File: config.mk
export PLATFORM = sky130hd
export DESIGN_NAME = prbs_link_monitor
export DESIGN_NICKNAME = d
export VERILOG_FILES = /design/src/rtl/prbs_mon_pkg.sv /design/src/rtl/prbs_chan_mon.sv /design/src/rtl/prbs_link_monitor.sv
export SDC_FILE = /design/constraint.sdc
export NUM_CORES = 1
export LEC_CHECK = 0
export CORE_ASPECT_RATIO = 0.8
export CORE_UTILIZATION = 30
export CTS_CLUSTER_DIAMETER = 120
export DETAILED_ROUTE_END_ITERATION = 10
export HOLD_SLACK_MARGIN = 0.02
export PLACE_DENSITY = 0.52
export SLEW_MARGIN = 20
export SYNTH_ARGS = -nofsm -noshare
export SYNTH_HDL_FRONTEND = slang
export SYNTH_SLANG_ARGS = --single-unit
File: constraint.sdc
create_clock -name txusrclk2 -period 2.6 [get_ports txusrclk2]
set_input_delay 0.52 -clock txusrclk2 [delete_from_list [all_inputs] [get_ports txusrclk2]]
set_output_delay 0.52 -clock txusrclk2 [all_outputs]
set_load 0.02 [all_outputs]
File: src/rtl/prbs_mon_pkg.sv
// Shared encodings for the PRBS link monitor.
// Channel state codes are visible on ch_state and must stay 2 bits.
package prbs_mon_pkg;

    localparam int STATE_W  = 2;
    localparam int STATUS_W = 4;

    typedef enum logic [STATE_W-1:0] {
        ST_IDLE   = 2'd0,
        ST_HUNT   = 2'd1,
        ST_LOCKED = 2'd2,
        ST_LOST   = 2'd3
    } chan_state_e;

    localparam int SB_INJECT = 0;
    localparam int SB_HUNT   = 1;
    localparam int SB_LOCKED = 2;
    localparam int SB_LOST   = 3;

endpackage

File: src/rtl/prbs_chan_mon.sv
// One channel of the link monitor.
// Covers lock FSM, run/window counters, saturating error count and LED.
module prbs_chan_mon
    import prbs_mon_pkg::*;
#(
    parameter int CNT_W    = 16,
    parameter int LOCK_CYC = 256,
    parameter int WIN      = 1024,
    parameter int LOSS_ERR = 4
) (
    input  logic               clk,
    input  logic               rst_n,
    input  logic               enable,
    input  logic               chk_valid,
    input  logic               prbs_error,
    input  logic               clear_evt,
    input  logic               blink,
    output logic [STATE_W-1:0] state,
    output logic [CNT_W-1:0]   err_cnt,
    output logic               led
);

    localparam int RUN_W  = $clog2(LOCK_CYC);
    localparam int WIN_W  = $clog2(WIN);
    localparam int WERR_W = $clog2(LOSS_ERR + 1);

    chan_state_e       state_q, state_d;
    logic [RUN_W-1:0]  run_q, run_d;
    logic [WIN_W-1:0]  win_q, win_d;
    logic [WERR_W-1:0] werr_q, werr_d;
    logic [CNT_W-1:0]  err_cnt_q, err_cnt_d;
    logic              led_q, led_d;
    logic              err_ev;
    logic [WERR_W-1:0] werr_sum;

    always_comb begin
        err_ev    = chk_valid & prbs_error;
        state_d   = state_q;
        run_d     = run_q;
        win_d     = win_q;
        werr_d    = werr_q;
        err_cnt_d = err_cnt_q;
        werr_sum  = werr_q + WERR_W'(err_ev);
        led_d     = 1'b0;

        // Clear takes priority over an error landing in the same cycle.
        if (clear_evt) begin
            err_cnt_d = '0;
        end else if (err_ev && (state_q == ST_LOCKED || state_q == ST_LOST)
                     && err_cnt_q != {CNT_W{1'b1}}) begin
            err_cnt_d = err_cnt_q + CNT_W'(1);
        end

        if (!enable) begin
            state_d = ST_IDLE;
            run_d   = '0;
            win_d   = '0;
            werr_d  = '0;
        end else begin
            unique case (state_q)
                ST_IDLE: begin
                    state_d = ST_HUNT;
                    run_d   = '0;
                end
                ST_HUNT: begin
                    if (clear_evt || err_ev) begin
                        run_d = '0;
                    end else if (chk_valid) begin
                        if (run_q == RUN_W'(LOCK_CYC - 1)) begin
                            state_d = ST_LOCKED;
                            run_d   = '0;
                            win_d   = '0;
                            werr_d  = '0;
                        end else begin
                            run_d = run_q + RUN_W'(1);
                        end
                    end
                end
                ST_LOCKED: begin
                    // An error on the final window cycle is judged before the restart.
                    if (win_q == WIN_W'(WIN - 1)) begin
                        win_d  = '0;
                        werr_d = '0;
                    end else begin
                        win_d  = win_q + WIN_W'(1);
                        werr_d = werr_sum;
                    end
                    if (werr_sum >= WERR_W'(LOSS_ERR)) begin
                        state_d = ST_LOST;
                    end
                end
                ST_LOST: begin
                    if (clear_evt) begin
                        state_d = ST_HUNT;
                        run_d   = '0;
                    end
                end
            endcase
        end

        unique case (state_d)
            ST_LOCKED: led_d = ~err_ev;
            ST_LOST:   led_d = blink;
            default:   led_d = 1'b0;
        endcase
    end

    always_ff @(posedge clk or negedge rst_n) begin
        if (!rst_n) begin
            state_q   <= ST_IDLE;
            run_q     <= '0;
            win_q     <= '0;
            werr_q    <= '0;
            err_cnt_q <= '0;
            led_q     <= 1'b0;
        end else begin
            state_q   <= state_d;
            run_q     <= run_d;
            win_q     <= win_d;
            werr_q    <= werr_d;
            err_cnt_q <= err_cnt_d;
            led_q     <= led_d;
        end
    end

    assign state   = state_q;
    assign err_cnt = err_cnt_q;
    assign led     = led_q;

endmodule

File: src/rtl/prbs_link_monitor.sv
// Multi-channel PRBS link monitor: VIO edge detection, LED blink source,
// per-channel monitors and a registered status summary.
module prbs_link_monitor
    import prbs_mon_pkg::*;
#(
    parameter int NCH      = 8,
    parameter int CNT_W    = 16,
    parameter int LOCK_CYC = 256,
    parameter int WIN      = 1024,
    parameter int LOSS_ERR = 4,
    parameter int BLINK_W  = 24
) (
    input  logic                   txusrclk2,
    input  logic                   reset,
    input  logic [NCH-1:0]         enable,
    input  logic [NCH-1:0]         chk_valid,
    input  logic [NCH-1:0]         prbs_error,
    input  logic                   inject,
    input  logic                   clear,
    output logic                   inject_pulse,
    output logic [STATE_W*NCH-1:0] ch_state,
    output logic [CNT_W*NCH-1:0]   err_cnt,
    output logic [NCH-1:0]         led,
    output logic [STATUS_W-1:0]    state_status
);

    logic                inj_s1_q, inj_s1_d, inj_s2_q, inj_s2_d;
    logic                clr_s1_q, clr_s1_d, clr_s2_q, clr_s2_d;
    logic                pulse_q, pulse_d;
    logic [BLINK_W-1:0]  blink_q, blink_d;
    logic [STATUS_W-1:0] status_q, status_d;
    logic                inj_evt, clr_evt;
    logic                any_lost, any_hunt, any_en, all_lk;

    always_comb begin
        inj_s1_d = inject;
        inj_s2_d = inj_s1_q;
        clr_s1_d = clear;
        clr_s2_d = clr_s1_q;
        inj_evt  = inj_s1_q & ~inj_s2_q;
        clr_evt  = clr_s1_q & ~clr_s2_q;
        pulse_d  = inj_evt;
        blink_d  = blink_q + BLINK_W'(1);
    end

    always_comb begin
        any_lost = 1'b0;
        any_hunt = 1'b0;
        any_en   = 1'b0;
        all_lk   = 1'b1;
        for (int i = 0; i < NCH; i++) begin
            if (ch_state[STATE_W*i +: STATE_W] == ST_LOST) any_lost = 1'b1;
            if (ch_state[STATE_W*i +: STATE_W] == ST_HUNT) any_hunt = 1'b1;
            if (enable[i]) begin
                any_en = 1'b1;
                if (ch_state[STATE_W*i +: STATE_W] != ST_LOCKED) all_lk = 1'b0;
            end
        end
        status_d            = '0;
        status_d[SB_LOST]   = any_lost;
        status_d[SB_LOCKED] = any_en & all_lk;
        status_d[SB_HUNT]   = any_hunt;
        status_d[SB_INJECT] = pulse_d;
    end

    always_ff @(posedge txusrclk2 or negedge reset) begin
        if (!reset) begin
            inj_s1_q <= 1'b0;
            inj_s2_q <= 1'b0;
            clr_s1_q <= 1'b0;
            clr_s2_q <= 1'b0;
            pulse_q  <= 1'b0;
            blink_q  <= '0;
            status_q <= '0;
        end else begin
            inj_s1_q <= inj_s1_d;
            inj_s2_q <= inj_s2_d;
            clr_s1_q <= clr_s1_d;
            clr_s2_q <= clr_s2_d;
            pulse_q  <= pulse_d;
            blink_q  <= blink_d;
            status_q <= status_d;
        end
    end

    for (genvar i = 0; i < NCH; i++) begin : g_ch
        prbs_chan_mon #(
            .CNT_W    (CNT_W),
            .LOCK_CYC (LOCK_CYC),
            .WIN      (WIN),
            .LOSS_ERR (LOSS_ERR)
        ) u_ch (
            .clk        (txusrclk2),
            .rst_n      (reset),
            .enable     (enable[i]),
            .chk_valid  (chk_valid[i]),
            .prbs_error (prbs_error[i]),
            .clear_evt  (clr_evt),
            .blink      (blink_q[BLINK_W-1]),
            .state      (ch_state[STATE_W*i +: STATE_W]),
            .err_cnt    (err_cnt[CNT_W*i +: CNT_W]),
            .led        (led[i])
        );
    end

    assign inject_pulse = pulse_q;
    assign state_status = status_q;

endmodule

Run 1, clock routing:
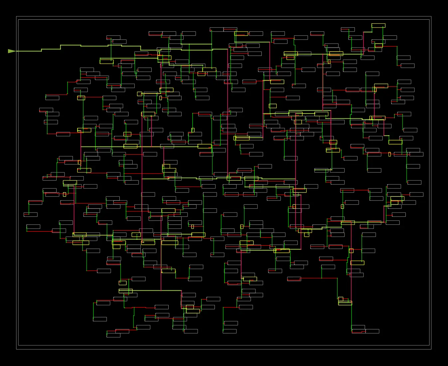
count of clock tree sinks: 352
worst skew pair latency: 580 ps

Run 1, a small window of the routed layout:
Region (50, 149) to (90, 189) um. Cells in gray, sequential cells in the stronger gray; small squares are vias.
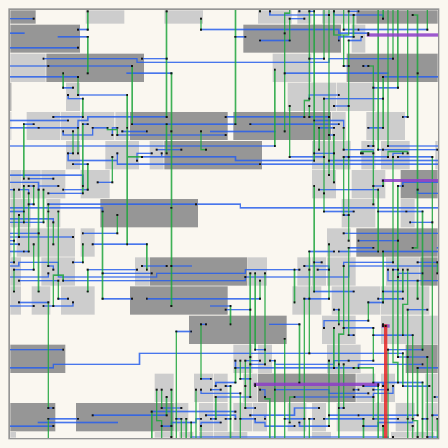
- red: M4
- blue: M1
- purple: M3
- green: M2
- most frequent: dfrtp_1 (15), nand2_1 (13), nor2_1 (9)
- netlist names of flops here include: g_ch.u_ch.err_cnt (10), g_ch.u_ch.win_q (4)
- sequential cells in the window: 15
- cells with their middle in the window: 80

Run 1, where the registers sit:
The bar under the picture is 100 um long. Other sequential cells in the stronger gray, the rest of the logic in the fainter gray.
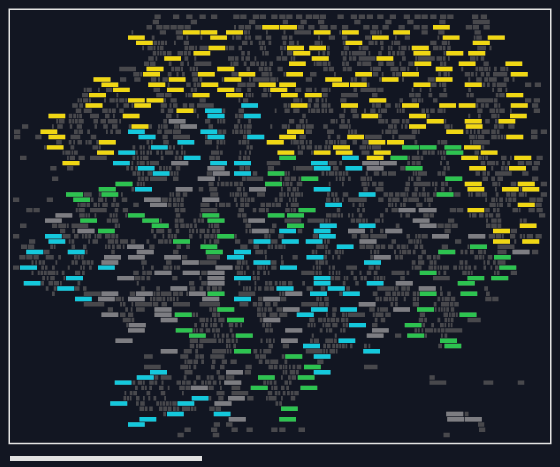
- green: g_ch.u_ch.run_q (placed flops 64)
- yellow: g_ch.u_ch.err_cnt (placed flops 128)
- cyan: g_ch.u_ch.win_q (placed flops 80)
- not colored: 80
sequential cell power: 5.56 mW
flip-flop and latch area: 0.00881 mm^2
Post-Route Utilization: 0.381

Run 1, signal wires by layer:
Only two layers are drawn.
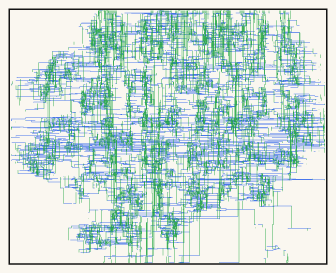
- blue: M1 (wire length 25.3 mm)
- green: M2 (wire length 23.0 mm)
routed wire length per instance: 16.7 um
total detailed-routing wirelength: 51.9 mm
global-route total usage across every layer: 0.164

==> reports/results.tsv, run 1 <==
stage	metric	value	unit
timing	report.final.hold_viol_count	0	
setup_path	r2r.worst_path.cells	6	
floorplanning	nWellTaps	830	
timing	final_max_slew_viol_count	0	
global_route	overflow	0	
setup_path	path_buffers	1	
timing	final.period_utilization	0.934	
layout	clockBufferCount	64	
logic_synthesis	area_fraction_in_and_or_nand_and_nor_cells_after_synthesis	0.252	
job	max_cap_violations	0	
logic_synthesis	flip_flops_with_a_built_in_enable	0	
layout	comb_area_frac	0.401	
global_route	grt-busiest-layer	met2	
logic_synthesis	dominantRegCellSynth	dfrtp_1	
run_status	run_status	finished, final reports clean	
min_path	holdPathEnd	inj_s2_q$_DFF_PN0_	
setup_path	timing.reg2reg.setup_slack	280	ps
job	openroad.warnings	31	
setup_path	cp.depth	1	
cts	postCtsHoldBufs	1	
logic_synthesis	top_cells_by_area	dfrtp_1 47%, xnor2_1 4.8%, nand2_1 4.7%	
drt	drtPass1Iterations	5	
logic_synthesis	xor_area_frac	0.0685	
layout	buf_share	0.110	
layout	seqAreaFraction	0.377	
setup_path	worst_setup_path_startpoint	g_ch[6].u_ch.state[1]$_DFF_PN0_	
setup_path	element_type_at_the_critical_path_start	flip-flop	
## run 1: cells in the final DEF, fill, tap and decap left out, types with 15 or more instances in the layout
cell / Yosys / final
nor2_1: 226 / 226
nor3_1: 64 / 64
or3_1: 18 / 18
ha_1: 45 / 45
nand3_1: 120 / 120
xor2_1: 43 / 43
nor2b_1: 26 / 25
nand2_1: 233 / 233
and3_1: 32 / 32
a22o_1: 32 / 32
a21oi_1: 49 / 49
nand2b_1: 22 / 21
a31oi_1: 32 / 32
nand4_1: 70 / 70
clkbuf_16: 0 / 42
and4_1: 15 / 15
o21ai_0: 165 / 165
clkdlybuf4s50_1: 0 / 183
xnor2_1: 103 / 103
dfrtp_1: 352 / 351
o31ai_1: 25 / 25
nor4_1: 21 / 20
buf_4: 12 / 79
inv_1: 45 / 45
==> inputs of run 2 (changes only) <==
CORE_ASPECT_RATIO = 0.7   (was 0.8)
Run 2, I/O nets highlighted:
The bar under the picture is 100 um long.
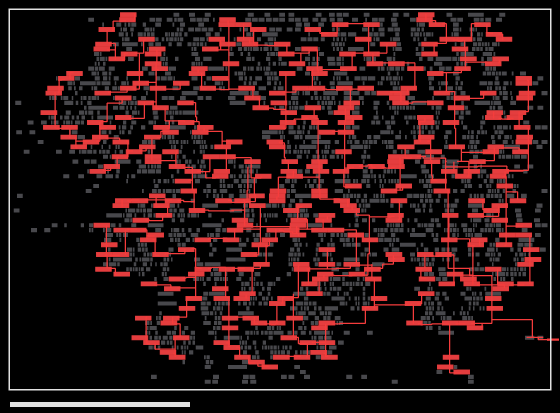
- red: reset (bits 1; direction input; end cells 352; wire 3280 um)
number of primary I/O pins: 185
number of buffers inserted by port buffering: 184

==> reports/results.tsv, run 2 <==
stage	metric	value	unit	change
run_status	run_status	finished, final reports clean		
setup_path	path_buffers	1		unchanged
logic_synthesis	dominantRegCellSynth	dfrtp_1		
logic_synthesis	xor_area_frac	0.0685		unchanged
layout	seqAreaFraction	0.375		-0.00243
floorplanning	nWellTaps	819		-1.3%
layout	final_util	0.382		+0.00117
job	max_cap_violations	0		unchanged
power	power_sequential	5.56	mW	about the same
cts	postCtsHoldBufs	1		unchanged
global_route	overflow	0		unchanged
logic_synthesis	area_fraction_in_and_or_nand_and_nor_cells_after_synthesis	0.252		unchanged
layout	clockBufferCount	58		-9.4%
drt	drt-wirelength-per-cell	16.7	um	about the same
layout	lay_top_cells	351 x dfrtp_1, 233 x nand2_1, 226 x nor2_1		
job	openroad.warnings	29		-6.5%
logic_synthesis	flip_flops_with_a_built_in_enable	0		unchanged
cts	cts_num_sinks	352		unchanged
global_route	gr-usage-all-layers	0.165		+0.000978
layout	comb_area_frac	0.399		-0.00194
timing	report.final.hold_viol_count	0		unchanged
timing	final_max_slew_viol_count	0		unchanged
drt	routed_wirelength	51.7	mm	-0.32%
## run 2: worst paths after layout
kind | end | depth (start not counted) | slack (ps) | from
setup / recovery | ch_state[3] | 1 | 150 | g_ch[1].u_ch.state[1]$_DFF_PN0_
hold / removal | inj_s2_q$_DFF_PN0_ | 0 | 370 | inj_s1_q$_DFF_PN0_
setup reg to reg | g_ch[0].u_ch.win_q[7]$_DFFE_PN0P_ | 6 | 420 | g_ch[0].u_ch.win_q[0]$_DFFE_PN0P_
hold reg to reg | inj_s2_q$_DFF_PN0_ | 0 | 370 | inj_s1_q$_DFF_PN0_
max in group asynchronous | g_ch[0].u_ch.run_q[3]$_DFFE_PN0P_ | 3 | 1380 | reset
min in group asynchronous | g_ch[1].u_ch.win_q[3]$_DFFE_PN0P_ | 2 | 500 | reset
==> inputs of run 3 (changes only) <==
CORE_UTILIZATION = 58   (was 30)
PLACE_DENSITY = 0.86   (was 0.52)
Run 3, I/O nets highlighted:
The bar under the picture is 50 um long.
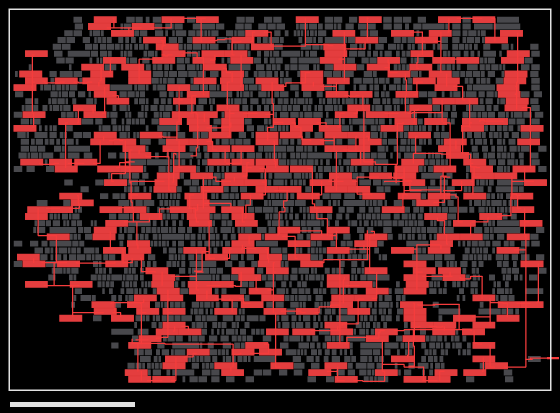
- red: reset (bits 1; direction input; end cells 352; wire 2890 um)

==> reports/results.tsv, run 3 <==
stage	metric	value	unit	change
run_status	run_status	finished, final reports clean		
setup_path	r2r.worst_path.cells	6		unchanged
layout	lay_top_cells	351 x dfrtp_1, 233 x nand2_1, 226 x nor2_1		
logic_synthesis	area_fraction_in_and_or_nand_and_nor_cells_after_synthesis	0.252		unchanged
setup_path	element_type_at_the_critical_path_start	flip-flop		
cts	cts_num_sinks	352		unchanged
cts	postCtsHoldBufs	0		-1
layout	layoutNonFillerInstCount	2659		
global_route	gr-usage-all-layers	0.297		+0.132
global_route	overflow	0		unchanged
logic_synthesis	yosysTopAreaCellShare	0.472		
global_route	grt-busiest-layer	met2		
job	openroad.warnings	31		+6.9%
placed_design	io_buffer_count	184		unchanged
drt	drt-wirelength-per-cell	18.2	um	+8.9%
setup_path	path_buffers	1		unchanged
setup_path	timing.reg2reg.setup_slack	190	ps	-230 ps
logic_synthesis	dominantRegCellSynth	dfrtp_1		
timing	final_max_slew_viol_count	0		unchanged
timing	report.final.hold_viol_count	0		unchanged
job	max_cap_violations	0		unchanged
setup_path	worst_setup_path_startpoint	g_ch[0].u_ch.state[1]$_DFF_PN0_		
timing	final_period_minus_worst_setup_slack	2410	ps	
logic_synthesis	flip_flops_with_a_built_in_enable	0		unchanged
drt	drc	0		
setup_path	critical_path.endpoint	ch_state[1]		
setup_path	cp.depth	1		unchanged
logic_synthesis	yosys_chip_area	0.0187	mm^2	
setup_path	crit_path_max_fanout	10		
floorplanning	core-area	0.0314	mm^2	
floorplanning	pin_count	185		unchanged
layout	final_util	0.715		+0.333
setup_path	r2r-end	g_ch[5].u_ch.win_q[7]$_DFFE_PN0P_		
setup_path	reg2reg_from	g_ch[5].u_ch.win_q[0]$_DFFE_PN0P_		
power	power_sequential	5.56	mW	about the same
timing	clock-skew-final	35.1	ps	
drt	routed_wirelength	48.3	mm	-6.6%
logic_synthesis	postSynthNetCount	2080		
==> run 3: cell count changes in the layout (fill, tap and decap cells not counted) <==
| cell | previous run | this run |
|---|---|---|
| clkinv_2 | 5 | 3 |
| o41ai_1 | 8 | 10 |
| clkbuf_8 | 9 | 7 |
| bufinv_16 | 8 | 6 |
| buf_12 | 7 | 8 |
| clkbuf_16 | 43 | 35 |
| o41ai_2 | 4 | 2 |
| clkinv_4 | 0 | 1 |
| buf_4 | 82 | 51 |
| dlygate4sd3_1 | 1 | 0 |
| clkinvlp_4 | 2 | 0 |
| clkbuf_1 | 6 | 9 |
==> run 3: cell type report <==
class,instances,share of cell area
multi-input cells,1537,0.416
flip-flops and latches,352,0.392
repair buffers,243,0.106
clock buffers,51,0.0448
well taps,420,0.0234
clock inverters,11,0.00947
inverters,45,0.00752
No activity file was given, so power comes from the tool's default toggle rates.
